==> src/rtl/spi_pkg.sv <==
// Shared types and default sizing for the SPI arbiter controller.
package spi_pkg;

    localparam int unsigned DEF_NUM_REQ = 2;
    localparam int unsigned DEF_NUM_SS  = 4;
    localparam int unsigned DEF_LEN_W   = 4;
    localparam int unsigned DVSR_W      = 16;
    localparam int unsigned DATA_W      = 8;
    localparam int unsigned CFG_SS_W    = $clog2(DEF_NUM_SS);
    localparam int unsigned CFG_LEN_W   = DEF_LEN_W;

    typedef enum logic [2:0] {
        IDLE,
        SETUP,
        SS_ON,
        LOAD,
        XFER,
        SS_OFF
    } state_t;

    // Per-burst configuration captured from the granted requester.
    typedef struct packed {
        logic                 cpol;
        logic                 cpha;
        logic [DVSR_W-1:0]    dvsr;
        logic [CFG_SS_W-1:0]  ss_sel;
        logic [CFG_LEN_W-1:0] len;
    } spi_cfg_t;

endpackage

==> src/rtl/spi_arb_ctrl_if.sv <==
// Requester and SPI-master-core signal bundle for spi_arb_ctrl.
interface spi_arb_ctrl_if
    import spi_pkg::*;
#(
    parameter int unsigned NUM_REQ = DEF_NUM_REQ,
    parameter int unsigned NUM_SS  = DEF_NUM_SS,
    parameter int unsigned LEN_W   = DEF_LEN_W
);
    localparam int unsigned SS_W = (NUM_SS > 1) ? $clog2(NUM_SS) : 1;

    logic [NUM_REQ-1:0]             req_i;
    logic [NUM_REQ-1:0]             gnt_o;
    logic [NUM_REQ-1:0]             cpol_i;
    logic [NUM_REQ-1:0]             cpha_i;
    logic [NUM_REQ-1:0][DVSR_W-1:0] dvsr_i;
    logic [NUM_REQ-1:0][SS_W-1:0]   ss_sel_i;
    logic [NUM_REQ-1:0][LEN_W-1:0]  len_i;
    logic [NUM_REQ-1:0][DATA_W-1:0] tx_data_i;
    logic [NUM_REQ-1:0]             tx_valid_i;
    logic [NUM_REQ-1:0]             tx_pop_o;
    logic [DATA_W-1:0]              rx_data_o;
    logic [NUM_REQ-1:0]             rx_valid_o;
    logic [NUM_REQ-1:0]             done_o;
    logic                           busy_o;
    logic [DATA_W-1:0]              m_din_o;
    logic [DVSR_W-1:0]              m_dvsr_o;
    logic                           m_start_o;
    logic                           m_cpol_o;
    logic                           m_cpha_o;
    logic                           m_ready_i;
    logic                           m_done_tick_i;
    logic [DATA_W-1:0]              m_dout_i;
    logic [NUM_SS-1:0]              ss_n_o;

    modport slave (
        input  req_i, cpol_i, cpha_i, dvsr_i, ss_sel_i, len_i, tx_data_i, tx_valid_i,
        input  m_ready_i, m_done_tick_i, m_dout_i,
        output gnt_o, tx_pop_o, rx_data_o, rx_valid_o, done_o, busy_o,
        output m_din_o, m_dvsr_o, m_start_o, m_cpol_o, m_cpha_o, ss_n_o
    );

    modport master (
        output req_i, cpol_i, cpha_i, dvsr_i, ss_sel_i, len_i, tx_data_i, tx_valid_i,
        output m_ready_i, m_done_tick_i, m_dout_i,
        input  gnt_o, tx_pop_o, rx_data_o, rx_valid_o, done_o, busy_o,
        input  m_din_o, m_dvsr_o, m_start_o, m_cpol_o, m_cpha_o, ss_n_o
    );

endinterface

==> src/rtl/spi_rr_arb.sv <==
// Round-robin arbiter: priority starts just above the last granted requester.
module spi_rr_arb #(
    parameter int unsigned NUM_REQ = 2
) (
    input  logic               clk,
    input  logic               rst_n,
    input  logic [NUM_REQ-1:0] req,
    input  logic               advance,
    output logic [NUM_REQ-1:0] gnt_c
);

    logic [NUM_REQ-1:0] last_q;
    logic [NUM_REQ-1:0] above;
    logic [NUM_REQ-1:0] masked;

    // Pick the lowest request above the last winner, else wrap to the lowest overall.
    always_comb begin
        above  = ~((last_q << 1) - NUM_REQ'(1));
        masked = req & above;
        if (masked != '0) begin
            gnt_c = masked & (~masked + NUM_REQ'(1));
        end else begin
            gnt_c = req & (~req + NUM_REQ'(1));
        end
    end

    // Remember the winner; reset points at the top index so requester 0 wins first.
    always_ff @(posedge clk or negedge rst_n) begin
        if (!rst_n) begin
            last_q <= NUM_REQ'(1) << (NUM_REQ - 1);
        end else if (advance && (gnt_c != '0)) begin
            last_q <= gnt_c;
        end
    end

endmodule

==> src/rtl/spi_arb_ctrl.sv <==
// Arbitrates SPI master core bursts among several requesters with per-requester mode/select.
module spi_arb_ctrl
    import spi_pkg::*;
#(
    parameter int unsigned NUM_REQ = DEF_NUM_REQ,
    parameter int unsigned NUM_SS  = DEF_NUM_SS,
    parameter int unsigned LEN_W   = DEF_LEN_W
) (
    input  logic           clk_i,
    input  logic           reset_ni,
    spi_arb_ctrl_if.slave  bus
);

    localparam int unsigned SS_W  = (NUM_SS > 1) ? $clog2(NUM_SS) : 1;
    localparam int unsigned IDX_W = (NUM_REQ > 1) ? $clog2(NUM_REQ) : 1;

    state_t             state_q, state_d;
    logic [IDX_W-1:0]   own_q, own_d, gidx;
    logic [SS_W-1:0]    ss_sel_q, ss_sel_d;
    logic [LEN_W-1:0]   cnt_q, cnt_d;
    logic [NUM_REQ-1:0] gnt_q, gnt_d;
    logic [NUM_REQ-1:0] rx_valid_q, rx_valid_d;
    logic [NUM_REQ-1:0] done_q, done_d;
    logic               busy_q, busy_d;
    logic [DATA_W-1:0]  rx_data_q, rx_data_d;
    logic [DATA_W-1:0]  din_q, din_d;
    logic [DVSR_W-1:0]  dvsr_q, dvsr_d;
    logic               cpol_q, cpol_d;
    logic               cpha_q, cpha_d;
    logic [NUM_SS-1:0]  ss_n_q, ss_n_d;
    logic [NUM_REQ-1:0] gnt_c;
    logic [NUM_REQ-1:0] tx_pop_c;
    logic               m_start_c;
    logic               advance_c;
    spi_cfg_t           sel_cfg;

    assign advance_c = (state_q == IDLE) && (bus.req_i != '0);

    spi_rr_arb #(.NUM_REQ(NUM_REQ)) u_arb (
        .clk     (clk_i),
        .rst_n   (reset_ni),
        .req     (bus.req_i),
        .advance (advance_c),
        .gnt_c   (gnt_c)
    );

    // Encode the arbiter winner and mux out its configuration.
    always_comb begin
        gidx = '0;
        for (int i = 0; i < NUM_REQ; i++) begin
            if (gnt_c[i]) gidx = IDX_W'(i);
        end
        sel_cfg.cpol   = bus.cpol_i[gidx];
        sel_cfg.cpha   = bus.cpha_i[gidx];
        sel_cfg.dvsr   = bus.dvsr_i[gidx];
        sel_cfg.ss_sel = CFG_SS_W'(bus.ss_sel_i[gidx]);
        sel_cfg.len    = CFG_LEN_W'(bus.len_i[gidx]);
    end

    // Next-state and next-output logic; start/pop are same-cycle handshakes with the core.
    always_comb begin
        state_d    = state_q;
        own_d      = own_q;
        ss_sel_d   = ss_sel_q;
        cnt_d      = cnt_q;
        gnt_d      = gnt_q;
        rx_valid_d = '0;
        done_d     = '0;
        rx_data_d  = rx_data_q;
        din_d      = din_q;
        dvsr_d     = dvsr_q;
        cpol_d     = cpol_q;
        cpha_d     = cpha_q;
        ss_n_d     = ss_n_q;
        tx_pop_c   = '0;
        m_start_c  = 1'b0;
        case (state_q)
            IDLE: begin
                if (bus.req_i != '0) begin
                    state_d  = SETUP;
                    own_d    = gidx;
                    gnt_d    = gnt_c;
                    cnt_d    = LEN_W'(sel_cfg.len);
                    ss_sel_d = SS_W'(sel_cfg.ss_sel);
                    dvsr_d   = sel_cfg.dvsr;
                    cpol_d   = sel_cfg.cpol;
                    cpha_d   = sel_cfg.cpha;
                end
            end
            SETUP: begin
                state_d = SS_ON;
                ss_n_d  = ~(NUM_SS'(1) << ss_sel_q);
            end
            SS_ON: begin
                state_d = LOAD;
            end
            LOAD: begin
                if (bus.tx_valid_i[own_q] && bus.m_ready_i) begin
                    m_start_c       = 1'b1;
                    tx_pop_c[own_q] = 1'b1;
                    din_d           = bus.tx_data_i[own_q];
                    state_d         = XFER;
                end
            end
            XFER: begin
                if (bus.m_done_tick_i) begin
                    rx_data_d         = bus.m_dout_i;
                    rx_valid_d[own_q] = 1'b1;
                    if (cnt_q == '0) begin
                        state_d       = SS_OFF;
                        ss_n_d        = '1;
                        done_d[own_q] = 1'b1;
                        gnt_d         = '0;
                    end else begin
                        cnt_d   = cnt_q - LEN_W'(1);
                        state_d = LOAD;
                    end
                end
            end
            SS_OFF: begin
                state_d = IDLE;
            end
            default: begin
                state_d = IDLE;
            end
        endcase
        busy_d = (state_d != IDLE);
    end

    // State and registered outputs; reset aborts any burst without signalling done.
    always_ff @(posedge clk_i or negedge reset_ni) begin
        if (!reset_ni) begin
            state_q    <= IDLE;
            own_q      <= '0;
            ss_sel_q   <= '0;
            cnt_q      <= '0;
            gnt_q      <= '0;
            rx_valid_q <= '0;
            done_q     <= '0;
            busy_q     <= 1'b0;
            rx_data_q  <= '0;
            din_q      <= '0;
            dvsr_q     <= '0;
            cpol_q     <= 1'b0;
            cpha_q     <= 1'b0;
            ss_n_q     <= '1;
        end else begin
            state_q    <= state_d;
            own_q      <= own_d;
            ss_sel_q   <= ss_sel_d;
            cnt_q      <= cnt_d;
            gnt_q      <= gnt_d;
            rx_valid_q <= rx_valid_d;
            done_q     <= done_d;
            busy_q     <= busy_d;
            rx_data_q  <= rx_data_d;
            din_q      <= din_d;
            dvsr_q     <= dvsr_d;
            cpol_q     <= cpol_d;
            cpha_q     <= cpha_d;
            ss_n_q     <= ss_n_d;
        end
    end

    assign bus.gnt_o      = gnt_q;
    assign bus.tx_pop_o   = tx_pop_c;
    assign bus.rx_data_o  = rx_data_q;
    assign bus.rx_valid_o = rx_valid_q;
    assign bus.done_o     = done_q;
    assign bus.busy_o     = busy_q;
    assign bus.m_din_o    = (state_q == LOAD) ? bus.tx_data_i[own_q] : din_q;
    assign bus.m_dvsr_o   = dvsr_q;
    assign bus.m_start_o  = m_start_c;
    assign bus.m_cpol_o   = cpol_q;
    assign bus.m_cpha_o   = cpha_q;
    assign bus.ss_n_o     = ss_n_q;

endmodule

==> src/flat_wrapper.sv <==
// flat-port wrapper written by rule: the top's interface ports become plain ports
module spi_arb_ctrl_flat import spi_pkg::*;
#(
    parameter int unsigned NUM_REQ = DEF_NUM_REQ,
    parameter int unsigned NUM_SS  = DEF_NUM_SS,
    parameter int unsigned LEN_W   = DEF_LEN_W
)
  (clk_i, reset_ni, bus_req_i, bus_cpol_i, bus_cpha_i, bus_dvsr_i, bus_ss_sel_i, bus_len_i, bus_tx_data_i, bus_tx_valid_i, bus_m_ready_i, bus_m_done_tick_i, bus_m_dout_i, bus_gnt_o, bus_tx_pop_o, bus_rx_data_o, bus_rx_valid_o, bus_done_o, bus_busy_o, bus_m_din_o, bus_m_dvsr_o, bus_m_start_o, bus_m_cpol_o, bus_m_cpha_o, bus_ss_n_o);
  spi_arb_ctrl_if #(.NUM_REQ(NUM_REQ), .NUM_SS(NUM_SS), .LEN_W(LEN_W)) bus_i ();
  input  logic clk_i;
  input  logic reset_ni;
  input wire logic [$bits(bus_i.req_i)-1:0] bus_req_i;
  input wire logic [$bits(bus_i.cpol_i)-1:0] bus_cpol_i;
  input wire logic [$bits(bus_i.cpha_i)-1:0] bus_cpha_i;
  input wire logic [$bits(bus_i.dvsr_i)-1:0] bus_dvsr_i;
  input wire logic [$bits(bus_i.ss_sel_i)-1:0] bus_ss_sel_i;
  input wire logic [$bits(bus_i.len_i)-1:0] bus_len_i;
  input wire logic [$bits(bus_i.tx_data_i)-1:0] bus_tx_data_i;
  input wire logic [$bits(bus_i.tx_valid_i)-1:0] bus_tx_valid_i;
  input wire logic [$bits(bus_i.m_ready_i)-1:0] bus_m_ready_i;
  input wire logic [$bits(bus_i.m_done_tick_i)-1:0] bus_m_done_tick_i;
  input wire logic [$bits(bus_i.m_dout_i)-1:0] bus_m_dout_i;
  output wire logic [$bits(bus_i.gnt_o)-1:0] bus_gnt_o;
  output wire logic [$bits(bus_i.tx_pop_o)-1:0] bus_tx_pop_o;
  output wire logic [$bits(bus_i.rx_data_o)-1:0] bus_rx_data_o;
  output wire logic [$bits(bus_i.rx_valid_o)-1:0] bus_rx_valid_o;
  output wire logic [$bits(bus_i.done_o)-1:0] bus_done_o;
  output wire logic [$bits(bus_i.busy_o)-1:0] bus_busy_o;
  output wire logic [$bits(bus_i.m_din_o)-1:0] bus_m_din_o;
  output wire logic [$bits(bus_i.m_dvsr_o)-1:0] bus_m_dvsr_o;
  output wire logic [$bits(bus_i.m_start_o)-1:0] bus_m_start_o;
  output wire logic [$bits(bus_i.m_cpol_o)-1:0] bus_m_cpol_o;
  output wire logic [$bits(bus_i.m_cpha_o)-1:0] bus_m_cpha_o;
  output wire logic [$bits(bus_i.ss_n_o)-1:0] bus_ss_n_o;
  assign bus_i.req_i = bus_req_i;
  assign bus_i.cpol_i = bus_cpol_i;
  assign bus_i.cpha_i = bus_cpha_i;
  assign bus_i.dvsr_i = bus_dvsr_i;
  assign bus_i.ss_sel_i = bus_ss_sel_i;
  assign bus_i.len_i = bus_len_i;
  assign bus_i.tx_data_i = bus_tx_data_i;
  assign bus_i.tx_valid_i = bus_tx_valid_i;
  assign bus_i.m_ready_i = bus_m_ready_i;
  assign bus_i.m_done_tick_i = bus_m_done_tick_i;
  assign bus_i.m_dout_i = bus_m_dout_i;
  assign bus_gnt_o = bus_i.gnt_o;
  assign bus_tx_pop_o = bus_i.tx_pop_o;
  assign bus_rx_data_o = bus_i.rx_data_o;
  assign bus_rx_valid_o = bus_i.rx_valid_o;
  assign bus_done_o = bus_i.done_o;
  assign bus_busy_o = bus_i.busy_o;
  assign bus_m_din_o = bus_i.m_din_o;
  assign bus_m_dvsr_o = bus_i.m_dvsr_o;
  assign bus_m_start_o = bus_i.m_start_o;
  assign bus_m_cpol_o = bus_i.m_cpol_o;
  assign bus_m_cpha_o = bus_i.m_cpha_o;
  assign bus_ss_n_o = bus_i.ss_n_o;
  spi_arb_ctrl #(.NUM_REQ(NUM_REQ), .NUM_SS(NUM_SS), .LEN_W(LEN_W)) u_core (.clk_i(clk_i), .reset_ni(reset_ni), .bus(bus_i));
endmodule
==> config.mk <==
export PLATFORM = sky130hd
export DESIGN_NAME = spi_arb_ctrl_flat
export DESIGN_NICKNAME = d
export VERILOG_FILES = /design/src/rtl/spi_pkg.sv /design/src/rtl/spi_arb_ctrl_if.sv /design/src/rtl/spi_rr_arb.sv /design/src/rtl/spi_arb_ctrl.sv /design/src/flat_wrapper.sv
export SDC_FILE = /design/constraint.sdc
export NUM_CORES = 1
export LEC_CHECK = 0
export CAP_MARGIN = 0
export CORE_ASPECT_RATIO = 0.9
export CORE_MARGIN = 4
export CORE_UTILIZATION = 41
export DETAILED_ROUTE_END_ITERATION = 12
export MAX_ROUTING_LAYER = met4
export PLACE_DENSITY = 0.91
export SYNTH_ARGS = -nofsm -noshare
export SYNTH_HDL_FRONTEND = slang
export SYNTH_SLANG_ARGS = --single-unit
==> constraint.sdc <==
create_clock -name clk_i -period 2.3 [get_ports clk_i]
set_input_delay 0.575 -clock clk_i [delete_from_list [all_inputs] [get_ports clk_i]]
set_output_delay 0.575 -clock clk_i [all_outputs]
set_load 0.05 [all_outputs]
Figure 1. Sequential cells grouped by signal name (run 1).
Other sequential cells in the stronger gray, the rest of the logic in the fainter gray.
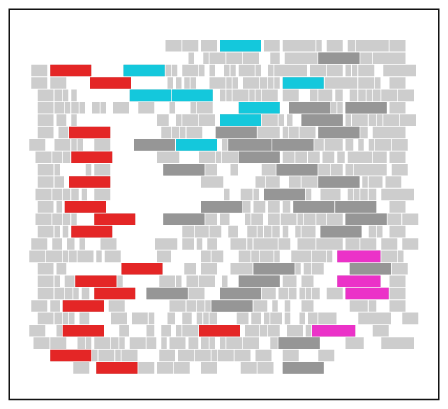
color	signal	flops
magenta	`u_core.bus.ss_n_o`	4
cyan	`u_core.bus.rx_data_o`	8
red	`u_core.bus.m_dvsr_o`	16
final design utilization: 70.4%
power consumed by sequential cells: 1.66 mW
combined flip-flop and latch cell area: 0.00141 mm²
share of the final layout cell area in sequential cells: 31.8%

Figure 2. Wiring heat map (run 1).
Bar = 20 µm. The die is cut into 19 by 17 equal tiles; dark purple is low, yellow is high, scaled to the fullest tile. Values are wire area over tile area, all layers added.
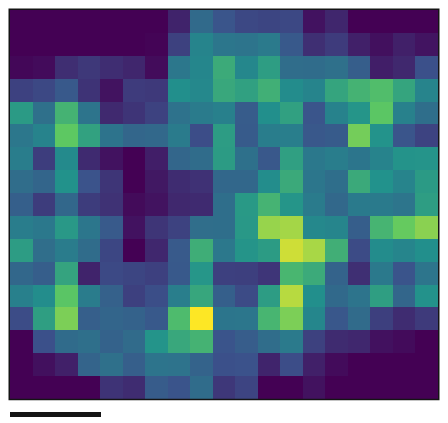
mean over tiles	0.16
nearly empty tiles	12%
emptiest ninth of the die	upper left
tiles over half the peak	20%
fullest tile	0.52
densest ninth of the die	middle right
via count: 2724
routed wirelength normalized by instance count: 15.4 µm
WL final: 8.14 mm
total routing resource utilization after global routing: 20.9%

Figure 3. Cells by drive strength (run 1).
Bar = 20 µm.
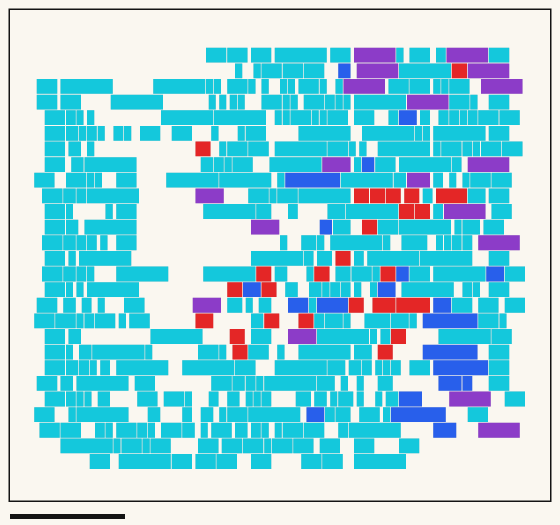
color	size	cells	share
purple	drive 6 and up	18	4.1%
cyan	drive 1 or less	377	85%
blue	drive 2	21	4.8%
red	drive 3 to 4	26	5.9%

==> report_table.html, run 1 <==
<!-- implementation run metrics -->
<table>
<tr><th>Metric</th><th>Value</th></tr>
<tr><th colspan="2">Status</th></tr>
<tr><td>Status</td><td>completed</td></tr>
<tr><th colspan="2">STA</th></tr>
<tr><td>Setup Viol. Count Final</td><td>0</td></tr>
<tr><td>Minimum setup slack in the final design</td><td>0.0579 ns</td></tr>
<tr><td>Hold Vio Cnt, Final</td><td>0</td></tr>
<tr><td>Slew @ Worst Pin</td><td>0.823 ns</td></tr>
<tr><th colspan="2">Power</th></tr>
<tr><td>P_leak</td><td>1.99 nW</td></tr>
<tr><td>Post-route total power</td><td>6.01 mW</td></tr>
<tr><td>Clock Power</td><td>550 µW</td></tr>
<tr><td>Main power group</td><td>combinational logic</td></tr>
<tr><td>Clk pwr share</td><td>a little under a tenth</td></tr>
<tr><td>Logic gate share of total power</td><td>63.3%</td></tr>
<tr><th colspan="2">Setup path</th></tr>
<tr><td>Crit path capture</td><td>bus_ss_n_o[3]</td></tr>
<tr><td>CP max stage cell</td><td>clkdlybuf4s50_1</td></tr>
<tr><td>Delay of the slowest critical-path stage</td><td>0.81 ns</td></tr>
<tr><td>Signal arrival time at the worst endpoint</td><td>1.67 ns</td></tr>
<tr><td>Worst reg2reg path endpoint</td><td>u_core.bus.ss_n_o[0]</td></tr>
<tr><td>Critical path capture point type</td><td>primary output</td></tr>
<tr><td>Data required time of the worst path</td><td>1.73 ns</td></tr>
<tr><td>Worst reg2reg path depth</td><td>6</td></tr>
<tr><td>Sequence of cells on the critical path</td><td>clkdlybuf4s50_1</td></tr>
<tr><td>Reg2Reg Launch Point</td><td>u_core.cnt_q[0]</td></tr>
<tr><th colspan="2">Logic synthesis</th></tr>
<tr><td>Area share of xor/xnor cells in the synthesized design</td><td>0%</td></tr>
<tr><td>Most numerous cell types in the synthesized netlist</td><td>nand2_1 (93), dfrtp_1 (52), nand3_1 (24)</td></tr>
<tr><td>Post-synth net total</td><td>389</td></tr>
<tr><td>Yosys aoi share</td><td>9.13%</td></tr>
<tr><td>Number of enable flip-flop cells</td><td>0</td></tr>
<tr><td>Ys async rst share</td><td>100%</td></tr>
<tr><td>Area of the mapped netlist</td><td>around 0.0027 mm²</td></tr>
<tr><td>Number of instances in the synthesized netlist</td><td>approximately 310</td></tr>
<tr><td>Number of cells in the yosys synthesis report</td><td>308</td></tr>
<tr><td>Part of the Yosys area used for sequential elements</td><td>between 50% and 60%</td></tr>
<tr><td>Top cells by area</td><td>dfrtp_1 (48%), nand2_1 (13%), nand4_1 (4.8%), mux2i_1 (4.4%), nand3_1 (4.4%)</td></tr>
<tr><th colspan="2">Place</th></tr>
<tr><td>Input/output buffers</td><td>~130</td></tr>
<tr><td>Final weighted congestion in routability-driven placement</td><td>0.839</td></tr>
<tr><th colspan="2">Floorplanning</th></tr>
<tr><td>Chip Area</td><td>0.00802 mm²</td></tr>
<tr><td>Number of tap cells inserted</td><td>87</td></tr>
<tr><th colspan="2">Min path</th></tr>
<tr><td>Class of the worst hold path</td><td>in2async</td></tr>
<tr><th colspan="2">Clocking</th></tr>
<tr><td>Maximum buffer depth of the clock tree</td><td>2</td></tr>
<tr><td>Number of CTS-inserted buffers</td><td>5</td></tr>
<tr><td>Clock tree from TritonCTS</td><td>built</td></tr>
<tr><td>Setup Fix Bufs, Post-CTS</td><td>1</td></tr>
<tr><th colspan="2">Finish</th></tr>
<tr><td>Commonest cells after routing, fill and taps aside</td><td>clkdlybuf4s50_1 (112), nand2_1 (92), dfrtp_1 (51), nand3_1 (24), nand4_1 (21)</td></tr>
<tr><td>Count of inserted antenna diode cells</td><td>0</td></tr>
<tr><td>Mi-comb count</td><td>between 200 and 250</td></tr>
<tr><td>Fillers</td><td>459</td></tr>
<tr><td>Clock-cell share</td><td>roughly 2.1%</td></tr>
<tr><td>Proportion of final cell area spent on non-clock buffers</td><td>between 30% and 40%</td></tr>
<tr><td>Top cell excl fill/tap</td><td>clkdlybuf4s50_1</td></tr>
<tr><td>Count of clock buffers in the final design</td><td>5</td></tr>
<tr><td>Logic area</td><td>0.00123 mm²</td></tr>
<tr><td>Share of final-layout standard cells stronger than drive strength 1</td><td>14.7%</td></tr>
<tr><th colspan="2">Drt</th></tr>
<tr><td>Top Metal Used</td><td>met4</td></tr>
<tr><td>Amount of wire on met3 after detailed routing</td><td>586 µm</td></tr>
<tr><td>DRT antenna net count</td><td>0</td></tr>
<tr><th colspan="2">Global route</th></tr>
<tr><td>GR Layer Usage met1</td><td>23.8%</td></tr>
<tr><td>Initial antenna violation count</td><td>0</td></tr>
<tr><td>Maximum number of pins on one net before global-route repair</td><td>35</td></tr>
<tr><td>Vias in the first global route</td><td>approximately 2800</td></tr>
</table>
==> inputs of run 2 (changes only) <==
--- a/config.mk
+++ b/config.mk
@@ -5,13 +5,14 @@
 export SDC_FILE = /design/constraint.sdc
 export NUM_CORES = 1
 export LEC_CHECK = 0
+export ABC_AREA = 0
 export CAP_MARGIN = 0
-export CORE_ASPECT_RATIO = 0.9
 export CORE_MARGIN = 4
-export CORE_UTILIZATION = 41
+export CORE_UTILIZATION = 42
+export CTS_BUF_LIST = sky130_fd_sc_hd__clkbuf_8
 export DETAILED_ROUTE_END_ITERATION = 12
 export MAX_ROUTING_LAYER = met4
-export PLACE_DENSITY = 0.91
+export PLACE_DENSITY = 0.93
 export SYNTH_ARGS = -nofsm -noshare
 export SYNTH_HDL_FRONTEND = slang
 export SYNTH_SLANG_ARGS = --single-unit
Figure 4. Sequential cells grouped by signal name (run 2).
Other sequential cells in the stronger gray, the rest of the logic in the fainter gray.
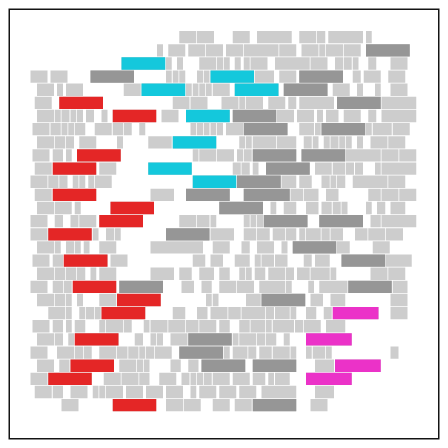
color	signal	flops
cyan	`u_core.bus.rx_data_o`	8
red	`u_core.bus.m_dvsr_o`	16
magenta	`u_core.bus.ss_n_o`	4
not colored	28
share of the final layout cell area in sequential cells: 31.7%
final design utilization: 70.3%
power consumed by sequential cells: 1.67 mW

==> report_table.html, run 2 <==
<!-- implementation run metrics -->
<table>
<tr><th>Metric</th><th>Value</th></tr>
<tr><th colspan="2">Finish</th></tr>
<tr><td>Count of inserted antenna diode cells</td><td>0</td></tr>
<tr><td>Mi-comb count</td><td>222</td></tr>
<tr><td>Commonest cells after routing, fill and taps aside</td><td>clkdlybuf4s50_1 (113), nand2_1 (92), dfrtp_1 (51), nand3_1 (24), nand4_1 (21)</td></tr>
<tr><td>Logic area</td><td>between 0.001 and 0.0015 mm²</td></tr>
<tr><td>Count of clock buffers in the final design</td><td>6</td></tr>
<tr><td>Combined flip-flop and latch cell area</td><td>0.00141 mm²</td></tr>
<tr><td>Clock-cell share</td><td>2.73%</td></tr>
<tr><td>Proportion of final cell area spent on non-clock buffers</td><td>approximately a third</td></tr>
<tr><td>Top cell excl fill/tap</td><td>clkdlybuf4s50_1</td></tr>
<tr><td>Share of final-layout standard cells stronger than drive strength 1</td><td>between 10 and 15%</td></tr>
<tr><td>Fillers</td><td>489</td></tr>
<tr><th colspan="2">Drt</th></tr>
<tr><td>Top Metal Used</td><td>met4</td></tr>
<tr><td>Routed wirelength normalized by instance count</td><td>16.1 µm</td></tr>
<tr><td>DRT antenna net count</td><td>0</td></tr>
<tr><td>Amount of wire on met3 after detailed routing</td><td>just over 600 µm</td></tr>
<tr><th colspan="2">Setup path</th></tr>
<tr><td>Reg2Reg Launch Point</td><td>u_core.cnt_q[0]</td></tr>
<tr><td>Crit start category</td><td>flop</td></tr>
<tr><td>Worst reg2reg path depth</td><td>6</td></tr>
<tr><td>Launching instance or port of the critical path</td><td>u_core.bus.ss_n_o[1]</td></tr>
<tr><td>Delay of the slowest critical-path stage</td><td>0.81 ns</td></tr>
<tr><td>Crit path capture</td><td>bus_ss_n_o[1]</td></tr>
<tr><td>Worst reg2reg path endpoint</td><td>u_core.bus.ss_n_o[2]</td></tr>
<tr><td>Critical path capture point type</td><td>primary output</td></tr>
<tr><td>CP max stage cell</td><td>clkdlybuf4s50_1</td></tr>
<tr><td>Data required time of the worst path</td><td>1.73 ns</td></tr>
<tr><td>Signal arrival time at the worst endpoint</td><td>1.66 ns</td></tr>
<tr><td>Sequence of cells on the critical path</td><td>clkdlybuf4s50_1</td></tr>
<tr><th colspan="2">Place</th></tr>
<tr><td>Final weighted congestion in routability-driven placement</td><td>0.834</td></tr>
<tr><td>Input/output buffers</td><td>127</td></tr>
<tr><th colspan="2">Logic synthesis</th></tr>
<tr><td>Post-synth net total</td><td>389</td></tr>
<tr><td>Top cells by area</td><td>dfrtp_1 (48%), nand2_1 (13%), nand4_1 (4.8%), mux2i_1 (4.4%), nand3_1 (4.4%)</td></tr>
<tr><td>Area of the mapped netlist</td><td>~0.0027 mm²</td></tr>
<tr><td>Number of cells in the yosys synthesis report</td><td>308</td></tr>
<tr><td>Count of warnings emitted by yosys</td><td>0</td></tr>
<tr><td>Part of the Yosys area used for sequential elements</td><td>51.6%</td></tr>
<tr><td>Fraction of synthesized area in multiplexers</td><td>~6.1%</td></tr>
<tr><td>Number of instances in the synthesized netlist</td><td>308</td></tr>
<tr><td>Ys async rst share</td><td>100%</td></tr>
<tr><td>Yosys aoi share</td><td>under 10%</td></tr>
<tr><td>Most numerous cell types in the synthesized netlist</td><td>nand2_1 (93), dfrtp_1 (52), nand3_1 (24)</td></tr>
<tr><td>Number of enable flip-flop cells</td><td>0</td></tr>
<tr><th colspan="2">Power</th></tr>
<tr><td>P_sw</td><td>2.90 mW</td></tr>
<tr><td>Main power group</td><td>combinational logic</td></tr>
<tr><td>P_leak</td><td>2.00 nW</td></tr>
<tr><td>Clk pwr share</td><td>11.2%</td></tr>
<tr><td>Logic gate share of total power</td><td>slightly above 60%</td></tr>
<tr><td>Post-route total power</td><td>just over 6 mW</td></tr>
<tr><td>Clock Power</td><td>689 µW</td></tr>
<tr><th colspan="2">STA</th></tr>
<tr><td>Slew @ Worst Pin</td><td>0.861 ns</td></tr>
<tr><td>Setup Viol. Count Final</td><td>0</td></tr>
<tr><td>Minimum setup slack in the final design</td><td>a little over 0.06 ns</td></tr>
<tr><td>Hold Vio Cnt, Final</td><td>0</td></tr>
<tr><th colspan="2">Global route</th></tr>
<tr><td>Total routing resource utilization after global routing</td><td>around 23%</td></tr>
<tr><td>Maximum number of pins on one net before global-route repair</td><td>31</td></tr>
<tr><td>GR Layer Usage met1</td><td>24.6%</td></tr>
<tr><td>Initial antenna violation count</td><td>0</td></tr>
<tr><th colspan="2">Clocking</th></tr>
<tr><td>Number of CTS-inserted buffers</td><td>5</td></tr>
<tr><td>Setup Fix Bufs, Post-CTS</td><td>2</td></tr>
<tr><td>Clock tree from TritonCTS</td><td>built</td></tr>
<tr><td>Maximum buffer depth of the clock tree</td><td>2</td></tr>
<tr><th colspan="2">Status</th></tr>
<tr><td>Status</td><td>completed</td></tr>
<tr><th colspan="2">Floorplanning</th></tr>
<tr><td>Chip Area</td><td>0.00785 mm²</td></tr>
<tr><td>Number of tap cells inserted</td><td>just under 80</td></tr>
<tr><th colspan="2">Min path</th></tr>
<tr><td>Class of the worst hold path</td><td>in2async</td></tr>
</table>
Figure 5. The metal 4 layer (run 2).
Bar = 20 µm. Supply wires on this layer in gray.
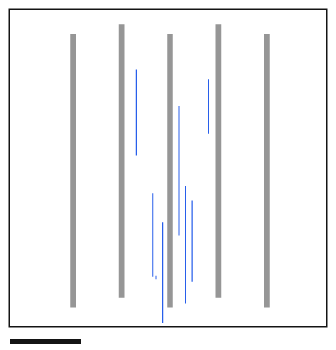
nets with wire on the layer	7
wire length on this layer	182 µm
share of all routed wire	2.2%
main direction	vertical
longest straight run	36.0 µm
via count: 2791
WL final: 8.36 mm

Power is estimated from default activity; no workload was simulated.
